`src/rtl/vebpf_multi_dispatcher_if.sv`:
```
`default_nettype none
// ============================================================================
// Module   : vebpf_multi_dispatcher_if
// Purpose  : Requester and core-side bundle of the multi-requester vEBPF
//            dispatcher. The dispatcher uses the slave view.
// Revision : 1.0 - initial release
// ============================================================================
interface vebpf_multi_dispatcher_if #(
    parameter int NUM_REQ           = 4,
    parameter int NUM_CORE          = 2,
    parameter int FUNCTION_ID_WIDTH = 8,
    parameter int REG_WIDTH         = 64
);
    logic [NUM_REQ-1:0]                     req_valid;
    logic [NUM_REQ-1:0]                     req_ready;
    logic [NUM_REQ*FUNCTION_ID_WIDTH-1:0]   req_fid;
    logic [NUM_REQ*3*REG_WIDTH-1:0]         req_args;
    logic [NUM_REQ-1:0]                     resp_valid;
    logic [NUM_REQ-1:0]                     resp_timeout;
    logic [NUM_REQ*REG_WIDTH-1:0]           resp_r0;
    logic [NUM_CORE-1:0]                    core_start;
    logic [NUM_CORE*FUNCTION_ID_WIDTH-1:0]  core_fid;
    logic [NUM_CORE*3*REG_WIDTH-1:0]        core_args;
    logic [NUM_CORE-1:0]                    core_abort;
    logic [NUM_CORE-1:0]                    core_done;
    logic [NUM_CORE*REG_WIDTH-1:0]          core_r0;

    modport master (
        output req_valid, req_fid, req_args, core_done, core_r0,
        input  req_ready, resp_valid, resp_timeout, resp_r0,
               core_start, core_fid, core_args, core_abort
    );

    modport slave (
        input  req_valid, req_fid, req_args, core_done, core_r0,
        output req_ready, resp_valid, resp_timeout, resp_r0,
               core_start, core_fid, core_args, core_abort
    );
endinterface
`default_nettype wire

```
`src/rtl/vebpf_multi_dispatcher.sv`:
```
`default_nettype none
// ============================================================================
// Module   : vebpf_multi_dispatcher
// Purpose  : Round-robin dispatch of helper calls from NUM_REQ requesters onto
//            NUM_CORE vEBPF cores, with owner tracking and per-core watchdog.
// Revision : 1.0 - initial release
// ============================================================================
module vebpf_multi_dispatcher #(
    parameter int NUM_REQ           = 4,
    parameter int NUM_CORE          = 2,
    parameter int FUNCTION_ID_WIDTH = 8,
    parameter int REG_WIDTH         = 64,
    parameter int TIMEOUT_CYCLES    = 1024
) (
    input  wire logic               clk,
    input  wire logic               rst,
    vebpf_multi_dispatcher_if.slave bus
);
    localparam int c_RIW  = (NUM_REQ > 1) ? $clog2(NUM_REQ) : 1;
    localparam int c_CIW  = (NUM_CORE > 1) ? $clog2(NUM_CORE) : 1;
    localparam int c_WDW  = (TIMEOUT_CYCLES > 1) ? $clog2(TIMEOUT_CYCLES) : 1;
    localparam int c_FW   = FUNCTION_ID_WIDTH;
    localparam int c_AW   = 3 * REG_WIDTH;
    localparam logic [c_WDW-1:0] c_WD_LIMIT = c_WDW'(TIMEOUT_CYCLES - 1);
    localparam bit   c_WD_EN = (TIMEOUT_CYCLES != 0);
    localparam logic [0:0] c_IDLE = 1'b0;
    localparam logic [0:0] c_BUSY = 1'b1;

    logic [NUM_CORE-1:0]         r_state;
    logic [NUM_CORE-1:0]         w_state_nxt;
    logic [c_RIW-1:0]            r_owner [NUM_CORE];
    logic [c_WDW-1:0]            r_wdog  [NUM_CORE];
    logic [NUM_REQ-1:0]          r_outstanding;
    logic [c_RIW-1:0]            r_rr_ptr;

    logic [NUM_REQ-1:0]          r_resp_valid;
    logic [NUM_REQ-1:0]          r_resp_timeout;
    logic [NUM_REQ*REG_WIDTH-1:0] r_resp_r0;
    logic [NUM_CORE-1:0]         r_core_start;
    logic [NUM_CORE-1:0]         r_core_abort;
    logic [NUM_CORE*c_FW-1:0]    r_core_fid;
    logic [NUM_CORE*c_AW-1:0]    r_core_args;

    logic [NUM_REQ-1:0]          w_eligible;
    logic [NUM_REQ-1:0]          w_grant;
    logic                        w_grant_vld;
    logic [c_RIW-1:0]            w_grant_idx;
    logic [c_RIW-1:0]            w_scan;
    logic                        w_any_idle;
    logic [c_CIW-1:0]            w_tgt;
    logic [NUM_CORE-1:0]         w_launch;
    logic [NUM_CORE-1:0]         w_done_ev;
    logic [NUM_CORE-1:0]         w_expire;

    // Arbitration: lowest idle core is the target, requesters scanned from rr_ptr.
    always_comb begin
        w_any_idle = 1'b0;
        w_tgt      = '0;
        for (int c = NUM_CORE - 1; c >= 0; c--) begin
            if (r_state[c] == c_IDLE) begin
                w_any_idle = 1'b1;
                w_tgt      = c_CIW'(c);
            end
        end
        w_eligible  = bus.req_valid & ~r_outstanding;
        w_grant_vld = 1'b0;
        w_grant_idx = '0;
        w_scan      = '0;
        for (int k = 0; k < NUM_REQ; k++) begin
            w_scan = ((int'(r_rr_ptr) + k) >= NUM_REQ) ? c_RIW'(int'(r_rr_ptr) + k - NUM_REQ)
                                                       : c_RIW'(int'(r_rr_ptr) + k);
            if (w_any_idle && !w_grant_vld && w_eligible[w_scan]) begin
                w_grant_vld = 1'b1;
                w_grant_idx = w_scan;
            end
        end
        w_grant = '0;
        if (w_grant_vld) begin
            w_grant[w_grant_idx] = 1'b1;
        end
    end

    always_ff @(posedge clk) begin
        if (rst) begin
            r_state <= '0;
        end else begin
            r_state <= w_state_nxt;
        end
    end

    always_comb begin
        w_state_nxt = r_state;
        for (int c = 0; c < NUM_CORE; c++) begin
            case (r_state[c])
                c_IDLE:  if (w_launch[c]) w_state_nxt[c] = c_BUSY;
                c_BUSY:  if (w_done_ev[c] || w_expire[c]) w_state_nxt[c] = c_IDLE;
                default: w_state_nxt[c] = c_IDLE;
            endcase
        end
    end

    // Done takes priority over a watchdog expiry in the same cycle.
    always_comb begin
        w_launch  = '0;
        w_done_ev = '0;
        w_expire  = '0;
        for (int c = 0; c < NUM_CORE; c++) begin
            w_launch[c]  = w_grant_vld && (w_tgt == c_CIW'(c)) && (r_state[c] == c_IDLE);
            w_done_ev[c] = (r_state[c] == c_BUSY) && bus.core_done[c];
            w_expire[c]  = c_WD_EN && (r_state[c] == c_BUSY) && !bus.core_done[c]
                           && (r_wdog[c] == c_WD_LIMIT);
        end
    end

    always_ff @(posedge clk) begin
        if (rst) begin
            r_outstanding  <= '0;
            r_rr_ptr       <= '0;
            r_resp_valid   <= '0;
            r_resp_timeout <= '0;
            r_resp_r0      <= '0;
            r_core_start   <= '0;
            r_core_abort   <= '0;
            r_core_fid     <= '0;
            r_core_args    <= '0;
            for (int c = 0; c < NUM_CORE; c++) begin
                r_owner[c] <= '0;
                r_wdog[c]  <= '0;
            end
        end else begin
            r_core_start   <= w_launch;
            r_core_abort   <= w_expire;
            r_resp_valid   <= '0;
            r_resp_timeout <= '0;
            if (w_grant_vld) begin
                r_outstanding[w_grant_idx] <= 1'b1;
                r_rr_ptr <= (w_grant_idx == c_RIW'(NUM_REQ - 1)) ? '0 : w_grant_idx + 1'b1;
            end
            for (int c = 0; c < NUM_CORE; c++) begin
                if (w_launch[c]) begin
                    r_core_fid[c*c_FW +: c_FW]  <= bus.req_fid[w_grant_idx*c_FW +: c_FW];
                    r_core_args[c*c_AW +: c_AW] <= bus.req_args[w_grant_idx*c_AW +: c_AW];
                    r_owner[c] <= w_grant_idx;
                    r_wdog[c]  <= '0;
                end else if (r_state[c] == c_BUSY) begin
                    r_wdog[c] <= r_wdog[c] + 1'b1;
                end
                // Owners of busy cores are distinct, so these writes never collide.
                if (w_done_ev[c]) begin
                    r_resp_valid[r_owner[c]] <= 1'b1;
                    r_resp_r0[r_owner[c]*REG_WIDTH +: REG_WIDTH] <= bus.core_r0[c*REG_WIDTH +: REG_WIDTH];
                    r_outstanding[r_owner[c]] <= 1'b0;
                end else if (w_expire[c]) begin
                    r_resp_valid[r_owner[c]]   <= 1'b1;
                    r_resp_timeout[r_owner[c]] <= 1'b1;
                    r_resp_r0[r_owner[c]*REG_WIDTH +: REG_WIDTH] <= '0;
                    r_outstanding[r_owner[c]] <= 1'b0;
                end
            end
        end
    end

    assign bus.req_ready    = w_grant;
    assign bus.resp_valid   = r_resp_valid;
    assign bus.resp_timeout = r_resp_timeout;
    assign bus.resp_r0      = r_resp_r0;
    assign bus.core_start   = r_core_start;
    assign bus.core_abort   = r_core_abort;
    assign bus.core_fid     = r_core_fid;
    assign bus.core_args    = r_core_args;
endmodule
`default_nettype wire

```
`src/flat_wrapper.sv`:
```
// flat-port wrapper written by rule: the top's interface ports become plain ports
module vebpf_multi_dispatcher_flat 
#(
    parameter int NUM_REQ           = 4,
    parameter int NUM_CORE          = 2,
    parameter int FUNCTION_ID_WIDTH = 8,
    parameter int REG_WIDTH         = 64,
    parameter int TIMEOUT_CYCLES    = 1024
)
  (clk, rst, bus_req_valid, bus_req_fid, bus_req_args, bus_core_done, bus_core_r0, bus_req_ready, bus_resp_valid, bus_resp_timeout, bus_resp_r0, bus_core_start, bus_core_fid, bus_core_args, bus_core_abort);
  vebpf_multi_dispatcher_if #(.NUM_REQ(NUM_REQ), .NUM_CORE(NUM_CORE), .FUNCTION_ID_WIDTH(FUNCTION_ID_WIDTH), .REG_WIDTH(REG_WIDTH)) bus_i ();
  input  wire logic clk;
  input  wire logic rst;
  input wire logic [$bits(bus_i.req_valid)-1:0] bus_req_valid;
  input wire logic [$bits(bus_i.req_fid)-1:0] bus_req_fid;
  input wire logic [$bits(bus_i.req_args)-1:0] bus_req_args;
  input wire logic [$bits(bus_i.core_done)-1:0] bus_core_done;
  input wire logic [$bits(bus_i.core_r0)-1:0] bus_core_r0;
  output wire logic [$bits(bus_i.req_ready)-1:0] bus_req_ready;
  output wire logic [$bits(bus_i.resp_valid)-1:0] bus_resp_valid;
  output wire logic [$bits(bus_i.resp_timeout)-1:0] bus_resp_timeout;
  output wire logic [$bits(bus_i.resp_r0)-1:0] bus_resp_r0;
  output wire logic [$bits(bus_i.core_start)-1:0] bus_core_start;
  output wire logic [$bits(bus_i.core_fid)-1:0] bus_core_fid;
  output wire logic [$bits(bus_i.core_args)-1:0] bus_core_args;
  output wire logic [$bits(bus_i.core_abort)-1:0] bus_core_abort;
  assign bus_i.req_valid = bus_req_valid;
  assign bus_i.req_fid = bus_req_fid;
  assign bus_i.req_args = bus_req_args;
  assign bus_i.core_done = bus_core_done;
  assign bus_i.core_r0 = bus_core_r0;
  assign bus_req_ready = bus_i.req_ready;
  assign bus_resp_valid = bus_i.resp_valid;
  assign bus_resp_timeout = bus_i.resp_timeout;
  assign bus_resp_r0 = bus_i.resp_r0;
  assign bus_core_start = bus_i.core_start;
  assign bus_core_fid = bus_i.core_fid;
  assign bus_core_args = bus_i.core_args;
  assign bus_core_abort = bus_i.core_abort;
  vebpf_multi_dispatcher #(.NUM_REQ(NUM_REQ), .NUM_CORE(NUM_CORE), .FUNCTION_ID_WIDTH(FUNCTION_ID_WIDTH), .REG_WIDTH(REG_WIDTH), .TIMEOUT_CYCLES(TIMEOUT_CYCLES)) u_core (.clk(clk), .rst(rst), .bus(bus_i));
endmodule
```
`config.mk`:
```
export PLATFORM = sky130hd
export DESIGN_NAME = vebpf_multi_dispatcher_flat
export DESIGN_NICKNAME = d
export VERILOG_FILES = /design/src/rtl/vebpf_multi_dispatcher_if.sv /design/src/rtl/vebpf_multi_dispatcher.sv /design/src/flat_wrapper.sv
export SDC_FILE = /design/constraint.sdc
export NUM_CORES = 2
export LEC_CHECK = 0
export CAP_MARGIN = 10
export CORE_AREA = 4 4 625 627
export CTS_CLUSTER_DIAMETER = 30
export DETAILED_ROUTE_END_ITERATION = 16
export DIE_AREA = 0 0 629 631
export GPL_ROUTABILITY_DRIVEN = 0
export HOLD_SLACK_MARGIN = 0.06
export SETUP_SLACK_MARGIN = 0.2
export SLEW_MARGIN = 20
export SYNTH_ARGS = -nofsm -noshare
export SYNTH_HDL_FRONTEND = slang
export SYNTH_SLANG_ARGS = --single-unit
```
`constraint.sdc`:
```
create_clock -name clk -period 2.8 [get_ports clk]
set_input_delay 0.42 -clock clk [delete_from_list [all_inputs] [get_ports clk]]
set_output_delay 0.42 -clock clk [all_outputs]
set_load 0.05 [all_outputs]
```
==> flow_summary.yaml <==
# physical design summary
yosys:
  synth_nets: 4027
  ys.flops: 700
  ys_types: 57
  yosysWarningCount: 0
  yosysChipArea_um2: 31200
  syn_area_um2: 31200
  ys_seq_share_pct: 45.8
  yosysCellCount: 3076
  avgSynthCellArea_um2: 10.1
  syn-instance-count: 3076
  synth_area_leader_cell: "dfxtp_1"
  synth.area.top_cells: "dfxtp_1 43%, mux2i_1 19%, a22o_1 11%"
  top_area_share_pct: 43.4
worst_setup_path:
  critPathKind: "flop to output pin"
  worstRegToRegCells: 14
  worstPathRequired_ns: 2.38
  arrival_ns: 2.69
  cp-end-kind: "output pin"
  endpoint: "bus_req_ready[2]"
  rrSetupSlack_ns: -0.11
  critPathLaunch: "u_core.r_outstanding[2]"
  r2r-end: "u_core.bus.core_args[131]"
  cp_max_fo: 4
  rr_startpoint: "u_core.r_outstanding[2]"
  cp-start-kind: "flop"
global_routing:
  track_usage_pct: 16.6
  grt_pass1_vias: 35575
  antenna_found_initial: 292
  grt_max_degree: 67
  grt_overflow: 0
  grt_pass1_wl_mm: 426
clock_tree:
  cts.sinks: 700
  cts_tree: "done"
  numCtsBuffers: 212
  htree_levels: 4
  cts_root_buffer: "clkbuf_16"
  clockBufferDepth: 4
  cts.reportedPaths.clkPinSlew_ns: 0.05
  worstSkewPairLatency_ns: 0.91
run:
  warnings: 39
  maxCapViolCount: 0
drt:
  drt_iter0_drc: 3053
  drt-vias-per-instance: 3.55
  drt_pass1_iterations: 5
  final_antenna_net_count: 0
  wire_per_inst_um: 33.9
  drc: 0
power_and_ir_drop:
  peakVddDrop_v: 0.000781
  p_leak_nw: 25.0
  power-per-cell-area_nw_per_um2: 1240
sta:
  finClkSkew_ns: 0.118
  timing.slew.headroom_pct: 40.7
  finalClockPeriodUsage_pct: 111
  slew_violations: 0
  fin_tns_setup_ns: -3.28
  finalHoldViolCount: 0
  max_freq_ghz: 0.321
  fin_ws_ns: -0.314
  tightest_slew_ns: 0.893
  setup_viol: 54
  fin_crit_ns: 3.11
  timing.hold.ws_ns: 0.229
  rsz0062_at_grt: "yes"
cells_and_area:
  drive_above_1_share_pct: 18.9
  fin_cells: 10271
  layout_top_cell: "clkdlybuf4s50_1"
  final_area_um2: 64400
  area_growth_pct: 107
  nets: 5905
  lay_top_cells: "1422 x clkdlybuf4s50_1, 671 x dfxtp_1, 513 x mux2i_1"
hold_path:
  hp-class: "input port to flop"
  min_path_cells: 3
  min_from: "bus_core_r0[73]"
floorplan:
  ios: 1608
  num_rows: 228
  chipHeight_um: 631
  fp_util_pct: 8.09
  core_um2: 385000
  die-width_um: 629
  chipArea_um2: 397000
placed_design:
  dpl_cell_area_um2: 55300
  dp_hpwl_mm: 297
  place_inst: 9772
  io_buffers: 1607
status:
  status: "finished with violations"
  violations: "setup timing"
==> cell usage after synthesis (all sizes together) <==
library cell / count
o41a: 1
and3: 5
a2111oi: 1
or2: 1
clkbuf: 160
and2: 2
a22o: 404
xor2: 5
nor3b: 3
a22oi: 193
inv: 14
nor2: 90
nor4bb: 1
mux2i: 600
nor3: 2
and4b: 1
nand4: 4
nor2b: 5
and4: 2
nand2b: 5
o211ai: 1
buf: 124
o2111a: 4
a21o: 1
dfxtp: 676
a41o: 1
edfxtp: 24
and3b: 1
o21ai: 266
o2111ai: 1
nor4: 7
o21a: 1
or3: 7
nor4b: 2
o31ai: 1
a21oi: 142
o21bai: 1
o211a: 2
nand3: 10
nand2: 283
ha: 15
a211oi: 2
xnor2: 5
==> registers in the layout, indices dropped and copies added, names as in the netlist <==
register and cells:
u_core.r_owner 4, u_core.r_state 2, u_core.bus.core_start 2, u_core.r_wdog 20, u_core.bus.resp_valid 4, u_core.bus.resp_timeout 4
u_core.bus.core_args 384, u_core.r_outstanding 4, u_core.bus.core_fid 16, u_core.bus.resp_r0 256, u_core.bus.core_abort 2, u_core.r_rr_ptr 2
==> final cells by class <==
class,count,area [µm²]
Clock inverter,115,1900
Multi-Input combinational cell,2078,16100
Fill cell,42598,320000
Timing Repair Buffer,1948,19600
Inverter,14,57.6
Tap cell,5060,6330
Antenna cell,80,200
Sequential cell,700,14300
Clock buffer,276,6000
==> worst max-delay path, cell delays in order (launching register included) <==
cell and delay, ns:
dfxtp_4 0.35, nor2b_4 0.13, buf_6 0.14, a2111oi_4 0.06, a41o_1 0.23, a22oi_2 0.24, buf_12 0.15, inv_6 0.03
ha_4 0.14, and2_4 0.14, buf_12 0.14
==> power by group <==
part	internal, mW	switching, mW
clock network	18.8	7.89
logic	15.5	23.5
registers	12.6	1.85
==> per-layer routing <==
metal  vias up  wire length, µm  track usage, %
met5         -             1120               0
met4       168            20300            8.37
met3       836            32600            6.28
met2      2286           170000            28.8
met1     17768           124000            17.6
li1      15418                -               -
==> worst min-delay path by stage <==
| stage | endpoint |
|---|---|
| after floorplan | u_core.r_outstanding[3] |
| after global placement | u_core.bus.core_args[107] |
| after detailed placement | u_core.bus.core_args[205] |
| after CTS | u_core.bus.resp_r0[237] |
| after global routing | u_core.bus.resp_r0[91] |
| final | u_core.bus.resp_r0[73] |
==> stage by stage <==
step                worst slack, ns  power, mW
finish                       -0.314       80.1
global route                 -0.449       82.6
CTS                          -0.433       79.8
detailed placement            -1.40       51.4
global placement              -1.42       51.4
floorplan                     0.212       34.2
==> logic make-up (layout without fill, tap and decap cells) <==
group | after synthesis | in the layout | synth area share, %
fa+ha+maj | 15 | 15 | 0.602
flops | 700 | 700 | 45.8
simple gates | 431 | 431 | 5.87
buf+inv | 298 | 2353 | 5.11
other cells | 0 | 80 | 0
compound gates | 1022 | 1022 | 23.1
mux | 600 | 600 | 19.3
xor+xnor | 10 | 10 | 0.281
==> timing repair <==
item,CTS,global route
setup buffers,12,14
endpoints found under the hold margin,3,0
hold buffers,1,0
setup endpoints to repair,436,580
pin swaps,5,5
cloned,1,0
gates resized,170,72
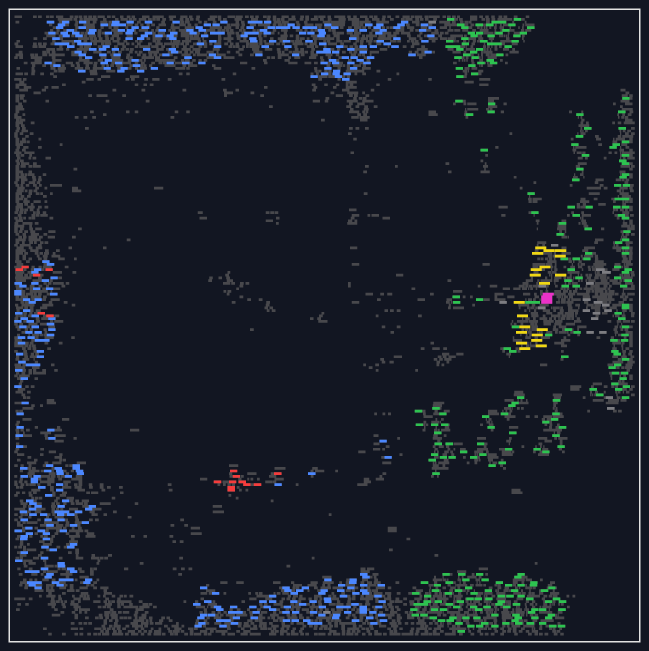
(sequential cells coloured by netlist name)
(1 px per µm)
- magenta: `u_core.r_owner` (sequential cells 4; where right middle)
- red: `u_core.bus.core_fid` (sequential cells 16)
- green: `u_core.bus.resp_r0` (sequential cells 256)
- blue: `u_core.bus.core_args` (sequential cells 384)
- yellow: `u_core.r_wdog` (sequential cells 20; where right middle)
- not coloured: 20
Register Area: 14300 µm²
Seq area share: 22.1%
final core utilization: 16.7%
Seq. pwr: 14.4 mW

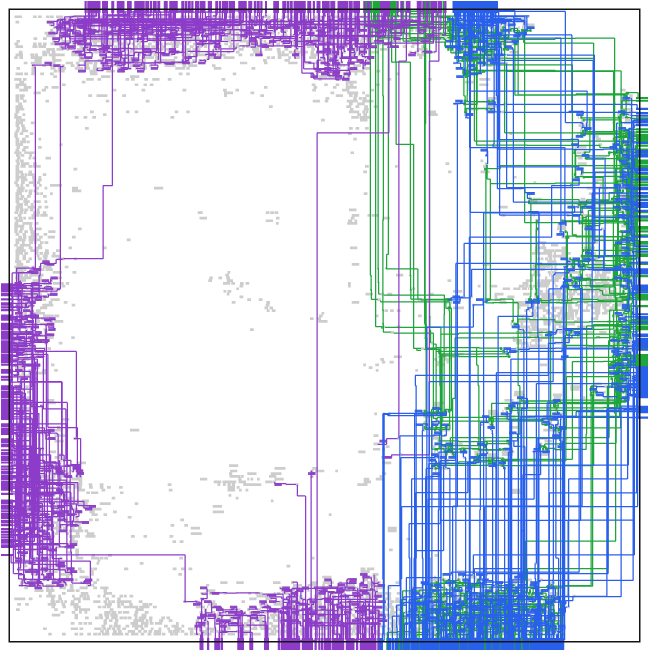
(wires at chosen ports, followed through buffers)
(1 px per µm)
- green: `bus_core_r0` (bits 128; direction input; end cells 512; buffers 128; wire 28.8 mm)
- blue: `bus_resp_r0` (bits 256; direction output; end cells 256; buffers 256; wire 36.7 mm)
- purple: `bus_core_args` (bits 384; direction output; end cells 384; buffers 384; wire 33.8 mm)

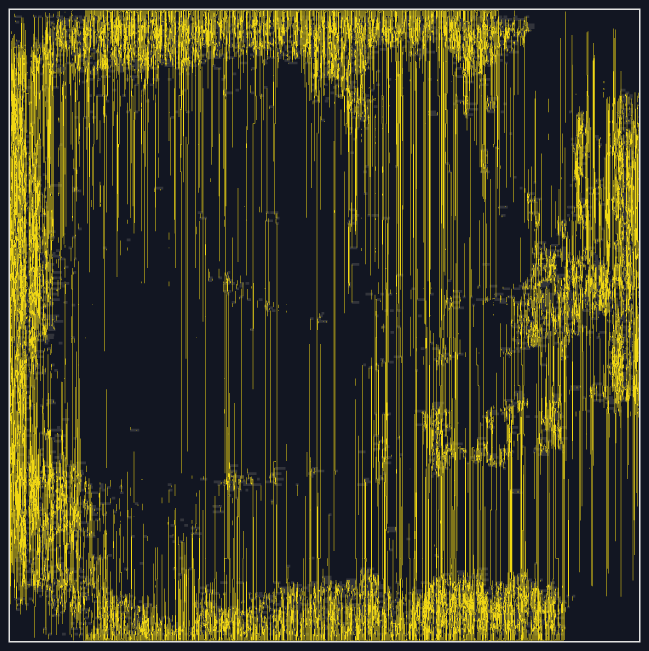
(signal wires on met2)
(1 px per µm) Cells faint in the background.
- nets with wire on the layer: 5234
- main direction: vertical
- wire length on this layer: 170 mm
- longest straight run: 517 µm
via count: 36476
M2 GR Usage: 28.8%
drt total wl: 349 mm

Power figures rest on the tool's default switching activity, not on a simulated workload.
